**config.mk**
```make
export PLATFORM = sky130hd
export DESIGN_NAME = cnn_pool
export DESIGN_NICKNAME = d
export VERILOG_FILES = /design/src/rtl/cnn_pkg.sv /design/src/rtl/cnn_pool_linebuf.sv /design/src/rtl/cnn_pool.sv
export SDC_FILE = /design/constraint.sdc
export NUM_CORES = 1
export LEC_CHECK = 0
export CAP_MARGIN = 25
export CORE_MARGIN = 2
export CORE_UTILIZATION = 52
export CTS_CLUSTER_SIZE = 24
export DETAILED_ROUTE_END_ITERATION = 8
export PLACE_DENSITY = 0.71
export SLEW_MARGIN = 25
export SYNTH_ARGS = -nofsm -noshare
export SYNTH_HDL_FRONTEND = slang
export SYNTH_SLANG_ARGS = --single-unit
```
**constraint.sdc**
```tcl
create_clock -name clk_i -period 5.2 [get_ports clk_i]
set_input_delay 1.04 -clock clk_i [delete_from_list [all_inputs] [get_ports clk_i]]
set_output_delay 1.04 -clock clk_i [all_outputs]
set_load 0.05 [all_outputs]
```
**src/rtl/cnn_pkg.sv**
```systemverilog
// Shared types and constants for the CNN pooling datapath.
package cnn_pkg;

    localparam int unsigned PIX_W = 16;

    typedef enum logic {
        eEVEN = 1'b0,
        eODD  = 1'b1
    } state_e;

endpackage

```
**src/rtl/cnn_pool_linebuf.sv**
```systemverilog
// Half-row line buffer: holds horizontal maxima of the even row.
// Write is synchronous; read is combinational. Contents are not reset.
module cnn_pool_linebuf #(
    parameter int unsigned DEPTH = 8,
    parameter int unsigned W     = 16,
    parameter int unsigned AW    = 3
) (
    input  logic          clk_i,
    input  logic          we,
    input  logic [AW-1:0] waddr,
    input  logic [W-1:0]  wdata,
    input  logic [AW-1:0] raddr,
    output logic [W-1:0]  rdata_c
);

    logic [W-1:0] mem [DEPTH];

    always_ff @(posedge clk_i) begin
        if (we) begin
            mem[waddr] <= wdata;
        end
    end

    assign rdata_c = mem[raddr];

endmodule

```
**src/rtl/cnn_pool.sv**
```systemverilog
// 2x2 stride-2 max pooling over a raster-order feature-map stream.
// Optional macro CNN_POOL_RELU_EN clamps negative pooled results to zero.
module cnn_pool
    import cnn_pkg::*;
#(
    parameter int unsigned R_p = 16,
    parameter int unsigned C_p = 16,
    parameter int unsigned W_p = PIX_W
) (
    input  logic           clk_i,
    input  logic           reset_i,
    input  logic           valid_i,
    output logic           ready_o,
    input  logic [W_p-1:0] data_i,
    output logic           valid_o,
    input  logic           ready_i,
    output logic [W_p-1:0] data_o,
    output logic           last_o
);

    localparam int unsigned CW    = ($clog2(C_p) > 1) ? $clog2(C_p) : 2;
    localparam int unsigned RW    = ($clog2(R_p) > 0) ? $clog2(R_p) : 1;
    localparam int unsigned AW    = CW - 1;
    localparam int unsigned DEPTH = C_p / 2;

    state_e                 state_q;
    state_e                 state_d;
    logic [CW-1:0]          col_q;
    logic [RW-1:0]          row_q;
    logic signed [W_p-1:0]  pair_q;
    logic signed [W_p-1:0]  hmax_c;
    logic signed [W_p-1:0]  pool_c;
    logic signed [W_p-1:0]  lb_rdata_c;
    logic                   in_xfer_c;
    logic                   out_xfer_c;
    logic                   col_last_c;
    logic                   row_last_c;
    logic                   lb_we_c;
    logic                   load_c;
    logic [AW-1:0]          lb_addr_c;

    // Accept a new pixel whenever the output slot is empty or draining now.
    assign ready_o    = ~valid_o | ready_i;
    assign in_xfer_c  = valid_i & ready_o;
    assign out_xfer_c = valid_o & ready_i;
    assign col_last_c = (col_q == CW'(C_p - 1));
    assign row_last_c = (row_q == RW'(R_p - 1));
    assign lb_addr_c  = col_q[CW-1:1];
    assign lb_we_c    = in_xfer_c & col_q[0] & (state_q == eEVEN);
    assign load_c     = in_xfer_c & col_q[0] & (state_q == eODD);

    assign hmax_c = (pair_q > $signed(data_i)) ? pair_q : $signed(data_i);

    always_comb begin
        pool_c = (hmax_c > lb_rdata_c) ? hmax_c : lb_rdata_c;
`ifdef CNN_POOL_RELU_EN
        if (pool_c[W_p-1]) begin
            pool_c = '0;
        end
`else
`endif
    end

    cnn_pool_linebuf #(
        .DEPTH (DEPTH),
        .W     (W_p),
        .AW    (AW)
    ) u_linebuf (
        .clk_i   (clk_i),
        .we      (lb_we_c),
        .waddr   (lb_addr_c),
        .wdata   (hmax_c),
        .raddr   (lb_addr_c),
        .rdata_c (lb_rdata_c)
    );

    always_ff @(posedge clk_i or negedge reset_i) begin
        if (!reset_i) begin
            state_q <= eEVEN;
        end else begin
            state_q <= state_d;
        end
    end

    // Row-parity FSM: flips at the end of every input row.
    always_comb begin
        state_d = state_q;
        if (in_xfer_c && col_last_c) begin
            case (state_q)
                eEVEN:   state_d = eODD;
                eODD:    state_d = eEVEN;
                default: state_d = eEVEN;
            endcase
        end
    end

    // Raster position; wraps straight into the next map.
    always_ff @(posedge clk_i or negedge reset_i) begin
        if (!reset_i) begin
            col_q <= '0;
            row_q <= '0;
        end else if (in_xfer_c) begin
            if (col_last_c) begin
                col_q <= '0;
                row_q <= row_last_c ? '0 : row_q + RW'(1);
            end else begin
                col_q <= col_q + CW'(1);
            end
        end
    end

    always_ff @(posedge clk_i or negedge reset_i) begin
        if (!reset_i) begin
            pair_q  <= '0;
            data_o  <= '0;
            valid_o <= 1'b0;
            last_o  <= 1'b0;
        end else begin
            if (in_xfer_c && !col_q[0]) begin
                pair_q <= $signed(data_i);
            end
            if (load_c) begin
                data_o  <= pool_c;
                valid_o <= 1'b1;
                last_o  <= row_last_c & col_last_c;
            end else if (out_xfer_c) begin
                valid_o <= 1'b0;
                last_o  <= 1'b0;
            end
        end
    end

endmodule

```
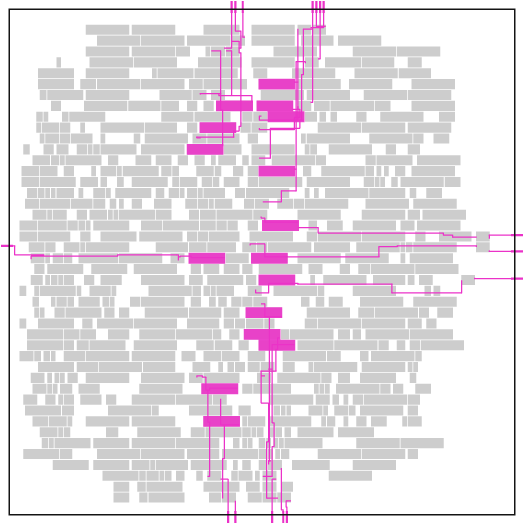
Run 1: I/O nets highlighted
(4 px per micron)
| port | color | direction | edge | end cells | buffers | wire |
|---|---|---|---|---|---|---|
| data_o | magenta | output | 7 top, 5 bottom, 3 right, 1 left | 16 | 16 | 826 microns |
port bufs: 38
Top-Level Pins: 39

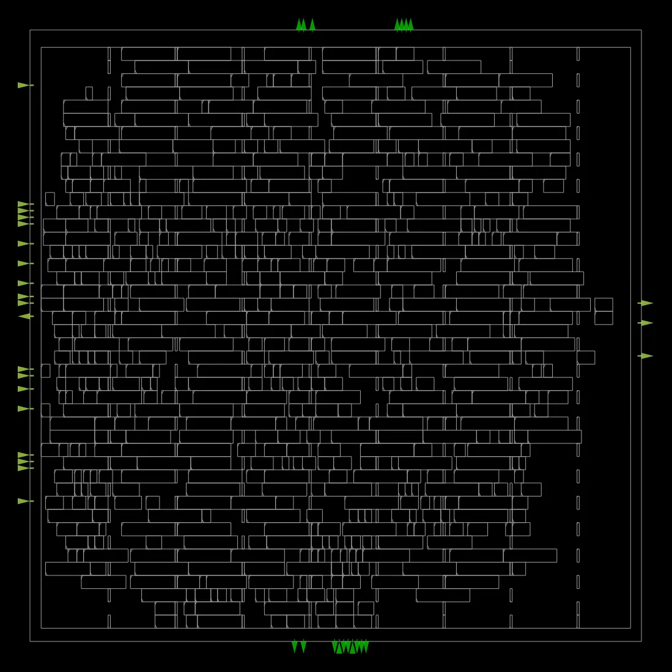
Run 1: placed standard cells
Final Core Density: 0.663
Placement Rows: 44
fill count: 1053
non-filler instance count after layout: 821

==> metrics.yaml, run 1 <==
die_area_sq_um: 15900
r2r_start: "pair_q[13]"
combPwrFrac: 0.461
worst_ep_arrival_time_ns: 5.42
worstMarginPinSlew_ns: 0.872
drc: 0
warnings: 26
top_cell_area_share: 0.497
logic_area_sq_um: 2930
clkSinkCount: 171
n_antenna_cell: 0
setup_viol: 0
logic_family: "multiplexers"
firstDrtPassIters: 5
num-nonclk-buffers: 101
yosys.stat.seqShare: 0.636
top_cells_by_area: "edfxtp_1 50%, dfrtp_1 14%, ha_1 5.5%"
ys_sh_xor: 0.00340
dp.cells: 779
maxCapViolCount: 0
crit_slowest_cell: "or4_4"
synth.distinct_cells: 51
hold_path_end: "last_o"
critPathKind: "in2reg"
mux_share: 0.118
clock_latency_ns: 0.43
largest_class: "registers"
gp_congestion: 0.795
holdPathStages: 2
aoi_share: 0.0856
cts_buffers: 17
pwr-share-seq: 0.337
critPathMaxStageDelay_ns: 0.59
maxSlewHeadroom: 0.419
ys_sh_simple: 0.0781
yosys_area_sq_um: 7740
cp-endpoint: "data_o[2]"
drt-total-wl_mm: 17.6
status: "finished, final reports clean"
place_ws_ns: -0.763
buf_share: 0.0923
p_clk_frac: 0.202
top_area_cell: "edfxtp_1"
cp-start-kind: "input pin"
die_w_microns: 126
grt_max_degree: 44
p_int_uw: 4020
comb_cells: 315
critPathCaptureType: "flop"
ys_cells: 530
nClkBuffers: 19
clkCellAreaFrac: 0.0620
power.static_leakage_uw: 0.00367
ant_nets: 0
fin_tns_setup_ns: 0
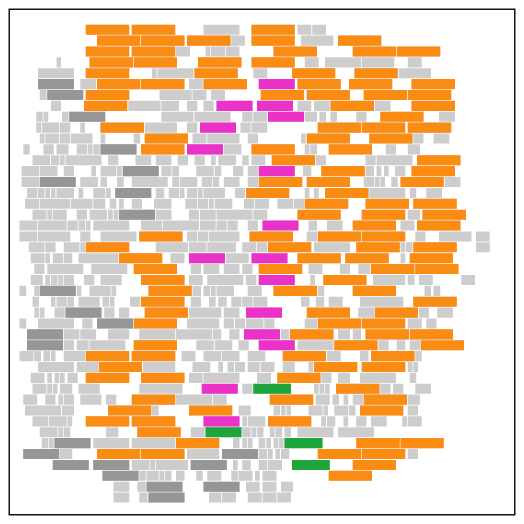
Run 1: register map, names as in the netlist
(4 px per micron) Other sequential cells in the stronger gray, the rest of the logic in the fainter gray.
| name in the netlist | color | sequential cells |
|---|---|---|
| data_o | magenta | 16 |
| col_q | green | 4 |
| u_linebuf.mem | orange | 128 |
Seq. pwr: 2140 uW
Sequential Area: 4920 sq um

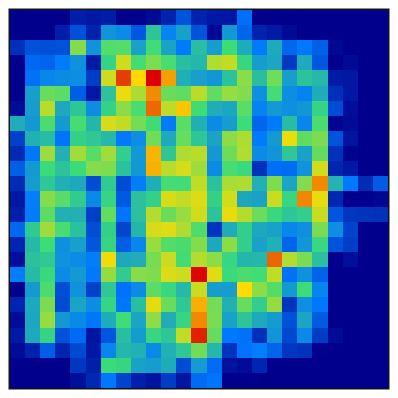
Run 1: wire density map
(3 px per micron) 25 x 25 tiles, from dark blue (low) to red (high), scaled to the fullest tile. Values are wire area over tile area, all layers added.
nearly empty tiles: 18%
fullest tile: 0.56
tiles over half the peak: 25%
densest ninth of the die: middle
emptiest ninth of the die: bottom right
gr usage total: 0.233
DR WL/cell: 21.5 microns
Vias: 4936

[run 1: synthesized netlist by cell type, drive strengths merged, types with 2 or more instances]
| master | instances |
|---|---|
| ha | 34 |
| and3 | 2 |
| xnor2 | 2 |
| buf | 9 |
| nor2b | 5 |
| a21o | 3 |
| nand2 | 42 |
| nor3b | 16 |
| nand3b | 2 |
| nand4 | 7 |
| nor3 | 3 |
| a31oi | 3 |
| nor2 | 24 |
| a21oi | 23 |
| dfrtp | 43 |
| inv | 18 |
| mux2 | 31 |
| a22oi | 9 |
| nand3 | 8 |
| o22ai | 3 |
| clkbuf | 18 |
| o211ai | 2 |
| nand2b | 4 |
| mux2i | 15 |
| edfxtp | 128 |
| nor4 | 3 |
| a221oi | 3 |
| a221o | 17 |
| mux4 | 16 |
| o21ai | 23 |
[run 1: per-layer routing]
layer,share of wire,GRT usage
met4,0.024,0.0892
met3,0.052,0.0493
met2,0.50,0.386
met1,0.43,0.305
met5,0,0
[run 1: sequential cells by signal (all words and copies together), names as in the netlist]
| signal | flops |
|---|---|
| u_linebuf.mem | 128 |
| data_o | 16 |
| pair_q | 16 |
| col_q | 4 |
| row_q | 4 |
| last_o | 1 |
| state_q | 1 |
| valid_o | 1 |
[run 1: power by group through the flow]
stage | Sequential (uW) | Combinational [uW] | Clock, uW
2_1_floorplan | 2160 | 1640 | 0
3_3_place_gp | 2140 | 2440 | 0
3_5_place_dp | 2160 | 2540 | 0
4_1_cts | 2140 | 2820 | 1300
5_1_grt | 2170 | 3160 | 1360
6_report | 2140 | 2930 | 1280
Run 1, metal layers overlaid:
(3 px per micron) Two of the layers only.
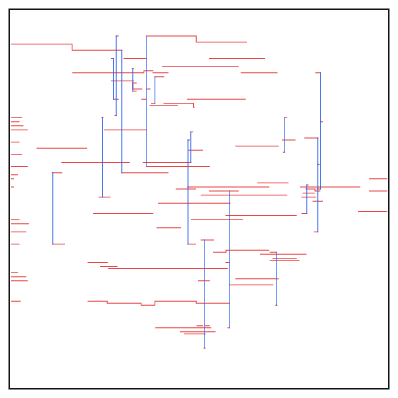

## Run 2: what changed since run 1
--- a/config.mk
+++ b/config.mk
@@ -11,6 +11,7 @@
 export CTS_CLUSTER_SIZE = 24
 export DETAILED_ROUTE_END_ITERATION = 8
 export PLACE_DENSITY = 0.71
+export SETUP_SLACK_MARGIN = 0.02
 export SLEW_MARGIN = 25
 export SYNTH_ARGS = -nofsm -noshare
 export SYNTH_HDL_FRONTEND = slang
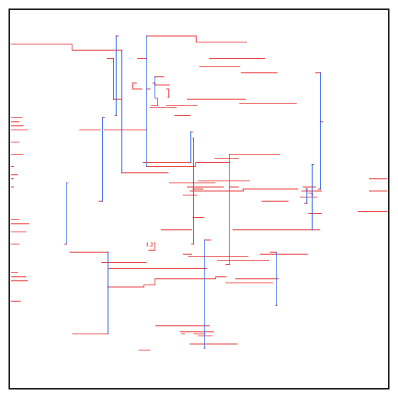
Run 2: metal layers overlaid
(3 px per micron) Two of the layers only.
| layer | color | wire length |
|---|---|---|
| metal 3 | red | 839 microns |
| metal 4 | blue | 411 microns |

==> metrics.yaml, run 2 <==
worstHoldStart: "last_o"
post-cts-setup-buffers: 5
maxCapViolCount: 0
mux_share: 0.118
ys_sh_xor: 0.00340
synth.avg_cell_area_sq_um: 14.6
common_cells: "128 x edfxtp_1, 43 x dfrtp_1, 42 x nand2_1"
setup_viol: 0
root_buffer: "clkbuf_16"
gr-usage-met3: 0.0493
cts_buffer_depth: 2
num_io_pins: 39
port_buffers: 38
rows: 44
drive_gt1_frac: 0.311
logic_family: "multiplexers"
gp_congestion: 0.795
ant_nets: 0
fin_nets: 678
tritoncts: "yes"
largest_reg_flops: 128
clock_latency_ns: 0.43
max_freq_ghz: 0.196
synth_top_cell_by_count: "edfxtp_1"
top_cells_by_area: "edfxtp_1 50%, dfrtp_1 14%, ha_1 5.5%"
top_area_cell: "edfxtp_1"
yosys.stat.seqShare: 0.636
ys_cells: 530
warnings: 26
path_max_fanout: 8
netlist_instances: 530
regArea_sq_um: 4920
r2r-end: "data_o[2]"
cp-endpoint: "data_o[2]"
largestRegisters: "u_linebuf.mem (128), data_o (16), pair_q (16)"
fin_tns_setup_ns: 0
synth.distinct_cells: 51
r2r_cells: 19
final_common_cell: "edfxtp_1"
n_antenna_cell: 0
yosys_warnings: 0
top_register: "u_linebuf.mem"
fp_util: 0.532
busiest_layer: "met2"
antenna_found_initial: 0
ys.flops: 171
top_cell_area_share: 0.497
worst_ep_arrival_time_ns: 5.41
drc: 0
cp-start-kind: "input pin"
yosys.area_share.adder: 0.0550
worstMarginPinSlew_ns: 0.869
yosys_area_sq_um: 7740
status: "finished, final reports clean"
hold_path_end: "last_o"
logic_area_sq_um: 2930
aoi_share: 0.0856
utilization: 0.663
synth-edff-count: 128
cts_resized: 33
cts_buffers: 17
num_vias: 4916
gr-usage-met2: 0.386
global_route.usage.met1: 0.305
maxSlewHeadroom: 0.421
avgRoutedWirePerCell_microns: 21.6
critPathCaptureType: "flop"
yosys_most_used_dff: "edfxtp_1"
die_area_sq_um: 15900
die_w_microns: 126
drt-total-wl_mm: 17.7
ys_sh_simple: 0.0781
hold_viol: 0
grt_max_degree: 44
firstDrtPassIters: 5
viasPerCell: 5.99
clkSinkCount: 171
power_uw: 6350
critPathKind: "in2reg"
r2r_start: "pair_q[13]"
holdPathStages: 2
syn_area_sq_um: 7740
fin_crit_sh: 0.980
drtIter0Drc: 432
area_delta_synth_final_pct: 24.5
overflow: 0
skew_ns: 0.00922
grtUsageTotal: 0.233
power.static_leakage_uw: 0.00367
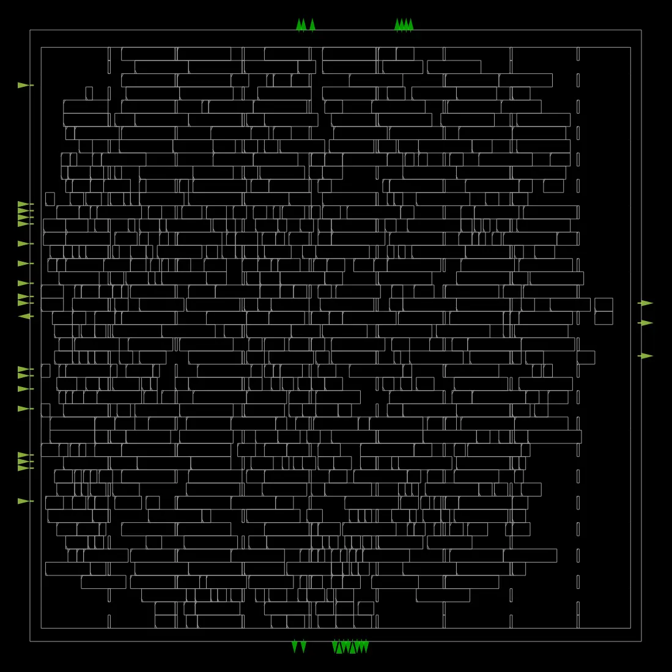
Run 2: placed standard cells
tap cells: 184
fraction of area in registers: 0.511
FFs & Latches: 171
CORE AREA: 14500 sq um
fill count: 1049

[run 2: worst max-delay path, stage by stage]
cell and delay (ns):
clkdlybuf4s50_1 0.52, inv_2 0.07, ha_4 0.24, a21oi_2 0.14, o21ai_2 0.10, a211o_2 0.33, mux2i_4 0.21, buf_6 0.13
buf_16 0.13, buf_4 0.13, mux2_4 0.32, ha_4 0.27, nand4_1 0.12, or4_4 0.59, a21oi_4 0.14, o41a_1 0.19
o22ai_4 0.13, buf_6 0.17, nor3b_2 0.15, a221o_1 0.29
[run 2: where the power goes]
part	switching (uW)	leakage, uW	internal, uW
clock network	526	0.000291	760
registers	276	0.00170	1860
logic	1530	0.00168	1400
total	2330	0.00367	4020
[run 2: final cells by class]
| cell class | instances | area share |
|---|---|---|
| clock inverters | 13 | 0.0170 |
| well taps | 184 | 0.0239 |
| flip-flops and latches | 171 | 0.511 |
| repair buffers | 101 | 0.0921 |
| multi-input cells | 315 | 0.304 |
| inverters | 18 | 0.00727 |
| clock buffers | 19 | 0.0449 |
[run 2: cells by family after synthesis]
| kind of cell | count (synthesis) |
|---|---|
| adder cells (fa/ha/maj) | 34 |
| flip-flops | 171 |
| multiplexers | 62 |
| AND/OR/NAND/NOR | 120 |
| AND-OR/OR-AND | 95 |
| XOR/XNOR | 3 |
| buffers and inverters | 45 |
[run 2: per-stage QoR]
step                      cell area (sq um)  setup WS [ns]  std cells
after floorplan                        7780         0.0205        530
after global placement                 8700         -0.634        779
after detailed placement               8700         -0.763        779
after CTS                              9520         0.0351        819
after global routing                   9630       -0.00184        821
final                                  9630          0.106        821
[run 2: routing by layer]
| metal | vias up | wire length (microns) |
|---|---|---|
| li1 | 2243 | - |
| met1 | 2475 | 7600 |
| met2 | 159 | 8850 |
| met3 | 39 | 839 |
| met4 | 0 | 410 |
| met5 | - | 0 |
Power figures rest on the tool's default switching activity, not on a simulated workload.
